Metal layers overlaid:
Scale: 4 px per um.
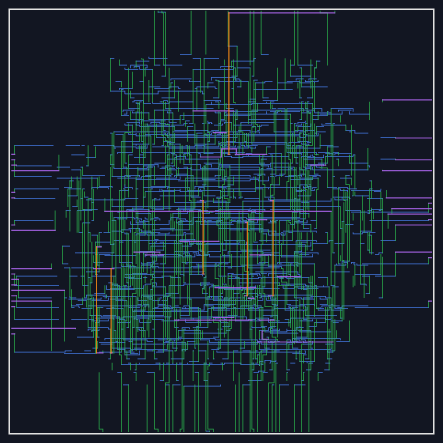
Routed clock nets over the placement:
Scale: 2 px per um.
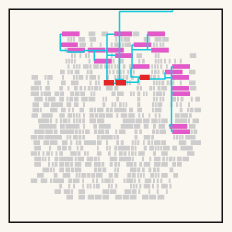
## config.mk

```make
export PLATFORM = sky130hd
export DESIGN_NAME = shift_arb_ctrl
export DESIGN_NICKNAME = d
export VERILOG_FILES = /design/src/rtl/shift_arb_ctrl.sv
export SDC_FILE = /design/constraint.sdc
export NUM_CORES = 1
export LEC_CHECK = 0
export ABC_AREA = 1
export CAP_MARGIN = 20
export CORE_MARGIN = 10
export CORE_UTILIZATION = 35
export CTS_CLUSTER_DIAMETER = 80
export DETAILED_ROUTE_END_ITERATION = 16
export PLACE_DENSITY = 0.68
export RECOVER_POWER = 100
export SYNTH_ARGS = -nofsm -noshare
export SYNTH_HDL_FRONTEND = slang
export SYNTH_SLANG_ARGS = --single-unit
```

## constraint.sdc

```tcl
create_clock -name clk -period 3.25 [get_ports clk]
set_input_delay 0.975 -clock clk [delete_from_list [all_inputs] [get_ports clk]]
set_output_delay 0.975 -clock clk [all_outputs]
set_load 0.03 [all_outputs]
```

## src/rtl/shift_arb_ctrl.sv

```systemverilog
// shift_arb_ctrl: shares one N-bit barrel shifter between two requesters.
// Requester 0 is the execute stage and requester 1 is the address/immediate path.
// Grants are round-robin. Results go into a one-deep buffer tagged with the
// owning requester, and each result is held until that owner accepts it.
// Optional feature: define SHIFT_ARB_CTRL_ROTATE_EN to make op 11 a rotate-left.
// Without it, op 11 executes as SLL and no rotate logic is built.
module shift_arb_ctrl #(
  parameter int N = 16,
  parameter int C = 4
) (
  input  logic         clk,
  input  logic         rst,
  input  logic         req_0,
  input  logic [1:0]   op_0,
  input  logic [N-1:0] in_0,
  input  logic [C-1:0] cnt_0,
  output logic         gnt_0,
  input  logic         req_1,
  input  logic [1:0]   op_1,
  input  logic [N-1:0] in_1,
  input  logic [C-1:0] cnt_1,
  output logic         gnt_1,
  output logic         rsp_valid_0,
  output logic         rsp_valid_1,
  input  logic         rsp_ready_0,
  input  logic         rsp_ready_1,
  output logic [N-1:0] rsp_data,
  output logic         busy
);

  localparam logic [0:0] EMPTY = 1'b0;
  localparam logic [0:0] FULL  = 1'b1;

  logic [0:0]   state_reg, state_next;
  logic         tag_reg, tag_next;
  logic         prio_reg, prio_next;   // requester favoured on a tie
  logic [N-1:0] data_reg, data_next;

  logic         owner_ready;
  logic         slot_free;
  logic         grant_any;
  logic         grant_idx;
  logic [1:0]   sel_op;
  logic [N-1:0] sel_in;
  logic [C-1:0] sel_cnt;
  logic [C:0][N-1:0] stage;

  assign owner_ready = tag_reg ? rsp_ready_1 : rsp_ready_0;
  // A full buffer is also free in any cycle where its owner drains it.
  // This lets the buffer drain and reload without a bubble.
  assign slot_free   = (state_reg == EMPTY) || owner_ready;

  // Grant selection: a lone requester wins, and a tie goes to the round-robin favourite
  always_comb begin
    grant_any = 1'b0;
    grant_idx = 1'b0;
    if (slot_free && !rst) begin
      if (req_0 && req_1) begin
        grant_any = 1'b1;
        grant_idx = prio_reg;
      end else if (req_0 || req_1) begin
        grant_any = 1'b1;
        grant_idx = req_1;
      end
    end
  end

  assign gnt_0 = grant_any && !grant_idx;
  assign gnt_1 = grant_any &&  grant_idx;

  assign sel_op  = grant_idx ? op_1  : op_0;
  assign sel_in  = grant_idx ? in_1  : in_0;
  assign sel_cnt = grant_idx ? cnt_1 : cnt_0;

  // Log-depth barrel shifter: stage gi shifts by 2**gi when count bit gi is set
  assign stage[0] = sel_in;
  for (genvar gi = 0; gi < C; gi++) begin : g_stage
    localparam int SH = 2 ** gi;
    logic [N-1:0] shifted;
`ifdef SHIFT_ARB_CTRL_ROTATE_EN
    logic [2*N-1:0] rot_dbl;
    assign rot_dbl = {stage[gi], stage[gi]} << (SH % N);
`endif
    // Per-stage operation select, where op 11 falls back to SLL when rotate is off
    always_comb begin
      case (sel_op)
        2'b01:   shifted = stage[gi] >> SH;
        2'b10:   shifted = $unsigned($signed(stage[gi]) >>> SH);
`ifdef SHIFT_ARB_CTRL_ROTATE_EN
        2'b11:   shifted = rot_dbl[2*N-1:N];
`endif
        default: shifted = stage[gi] << SH;
      endcase
    end
    assign stage[gi+1] = sel_cnt[gi] ? shifted : stage[gi];
  end

  // Next-state logic: a new grant loads the buffer, otherwise an owner accept drains it
  always_comb begin
    state_next = state_reg;
    tag_next   = tag_reg;
    prio_next  = prio_reg;
    data_next  = data_reg;
    if (grant_any) begin
      state_next = FULL;
      tag_next   = grant_idx;
      prio_next  = ~grant_idx;
      data_next  = stage[C];
    end else if (state_reg == FULL && owner_ready) begin
      state_next = EMPTY;
    end
  end

  // State registers, where reset discards any in-flight result at once
  always_ff @(posedge clk or posedge rst) begin
    if (rst) begin
      state_reg <= EMPTY;
      tag_reg   <= 1'b0;
      prio_reg  <= 1'b0;
      data_reg  <= '0;
    end else begin
      state_reg <= state_next;
      tag_reg   <= tag_next;
      prio_reg  <= prio_next;
      data_reg  <= data_next;
    end
  end

  assign busy        = (state_reg == FULL);
  assign rsp_valid_0 = busy && !tag_reg;
  assign rsp_valid_1 = busy &&  tag_reg;
  assign rsp_data    = data_reg;

endmodule

```

==> results_slide.txt <==
Flow Results at a Glance

Finish
  • Most frequent logic cell in the layout: nand2_1
  • Top class by area: multi-input combinational cells
  • Share of cells above drive strength 1: 26.23%
  • Top Layout Cells: nand2_1 (175), nand3_1 (64), clkdlybuf4s50_1 (60)
  • Number of flip-flops in the largest register: 16
  • ANT cells: 0
  • Syn-to-layout area delta: 60.93%
  • Clkbuf count: 3
  • # fillers: 729
  • Post-layout nets: 621
  • Flop count: 19

Timing
  • Fin crit period: 3176 ps
  • Slew headroom: 55.11%
  • Final Skew: 5.262 ps
  • Period utilization: 97.71%
  • Fmax: 314.9 MHz

Global routing
  • First-pass GRT wire length: 14.97 mm
  • Grt total ovfl: 0
  • Met2 Usage GRT: 28.27%
  • Largest net degree at the start of global routing: 26
  • Vias in the first global route: 3298
  • Most Used Layer, Global Route: met2

Worst setup path
  • CP Launch Type: input port
  • Crit Path Max Fanout: 8
  • WP data arrival: 3320 ps
  • Critical path buffer and inverter count: 6
  • R2R depth: 21
  • CP endpoint kind: register
  • Worst r2r src: tag_reg
  • Critical Path End: rsp_data[14]
  • CP top delay family: simple AND/OR/NAND/NOR gates
  • R2R setup slack: 360 ps
  • Crit-path slowest cell: ha_4

Synthesis
  • Post-Synth Simple-Gate Area: 60.06%
  • Mux share: 0%
  • Largest logic family: simple AND/OR/NAND/NOR gates
  • Yosys cell count: 469
  • XOR/XNOR share of the synthesized area: 0%
  • Main synth FF type: dfrtp_1
  • Async S/R FF share, synth: 100.0%
  • YS warnings: 0
  • Avg Inst Size Synth: 5.490 sq um
  • Post-Syn Area: 2575 sq um
  • Aoi share: 6.463%
  • Yosys chip area: 2575 sq um
  • Unique masters post-synth: 27
  • Post-synth EDFFs: 0
  • Post-synth top area share: 26.82%

Floorplan
  • Die W: 105.8 um
  • Die area: 11190 sq um
  • Rows: 31
  • Core Util at FP: 35.69%
  • Die height: 105.8 um
  • IO Count: 71

Placement
  • HPWL after DPL: 7.282 mm
  • Routability cong.: 0.9115
  • DP Area: 3729 sq um
  • Port bufs: 70

Clocking
  • Post_cts resized: 31
  • Hold buffers post-CTS: 0
  • Clock Latency Late Sink: 250 ps
  • H-Tree Depth: 1
  • CTS root buf: clkbuf_8

Route
  • Vias per inst: 5.052
  • Uppermost layer routed: met4
  • 1st-iter DRT viols: 190
  • DRT Wirelength: 9.255 mm
  • Met3 wire length: 406 um

Power
  • Sw power: 1.378 mW
  • Proportion of power drawn by combinational gates: 78.0%
  • Sequential share of power: 15.9%
  • Leak pwr: 2.184 nW

Hold path
  • Worst Hold Class: register to register
  • WHS Endpoint: rsp_data[14]
  • Hold Crit Depth: 2

Run status
  • Outcome: finished, final reports clean
About 'metal layers overlaid':
[orange] met4 | wire length: 144 um
[purple] met3 | wire length: 407 um
[green] met2 | wire length: 4760 um
[blue] met1 | wire length: 3950 um
via count: 3370
DR WL/cell: 13.88 um

About 'routed clock nets over the placement':
[magenta] flip-flops | count: 19
[cyan] clock wires | length: 257 um
[red] cells driving clock nets | count: 3
routed clock nets: 4

Power is estimated from default activity; no workload was simulated.
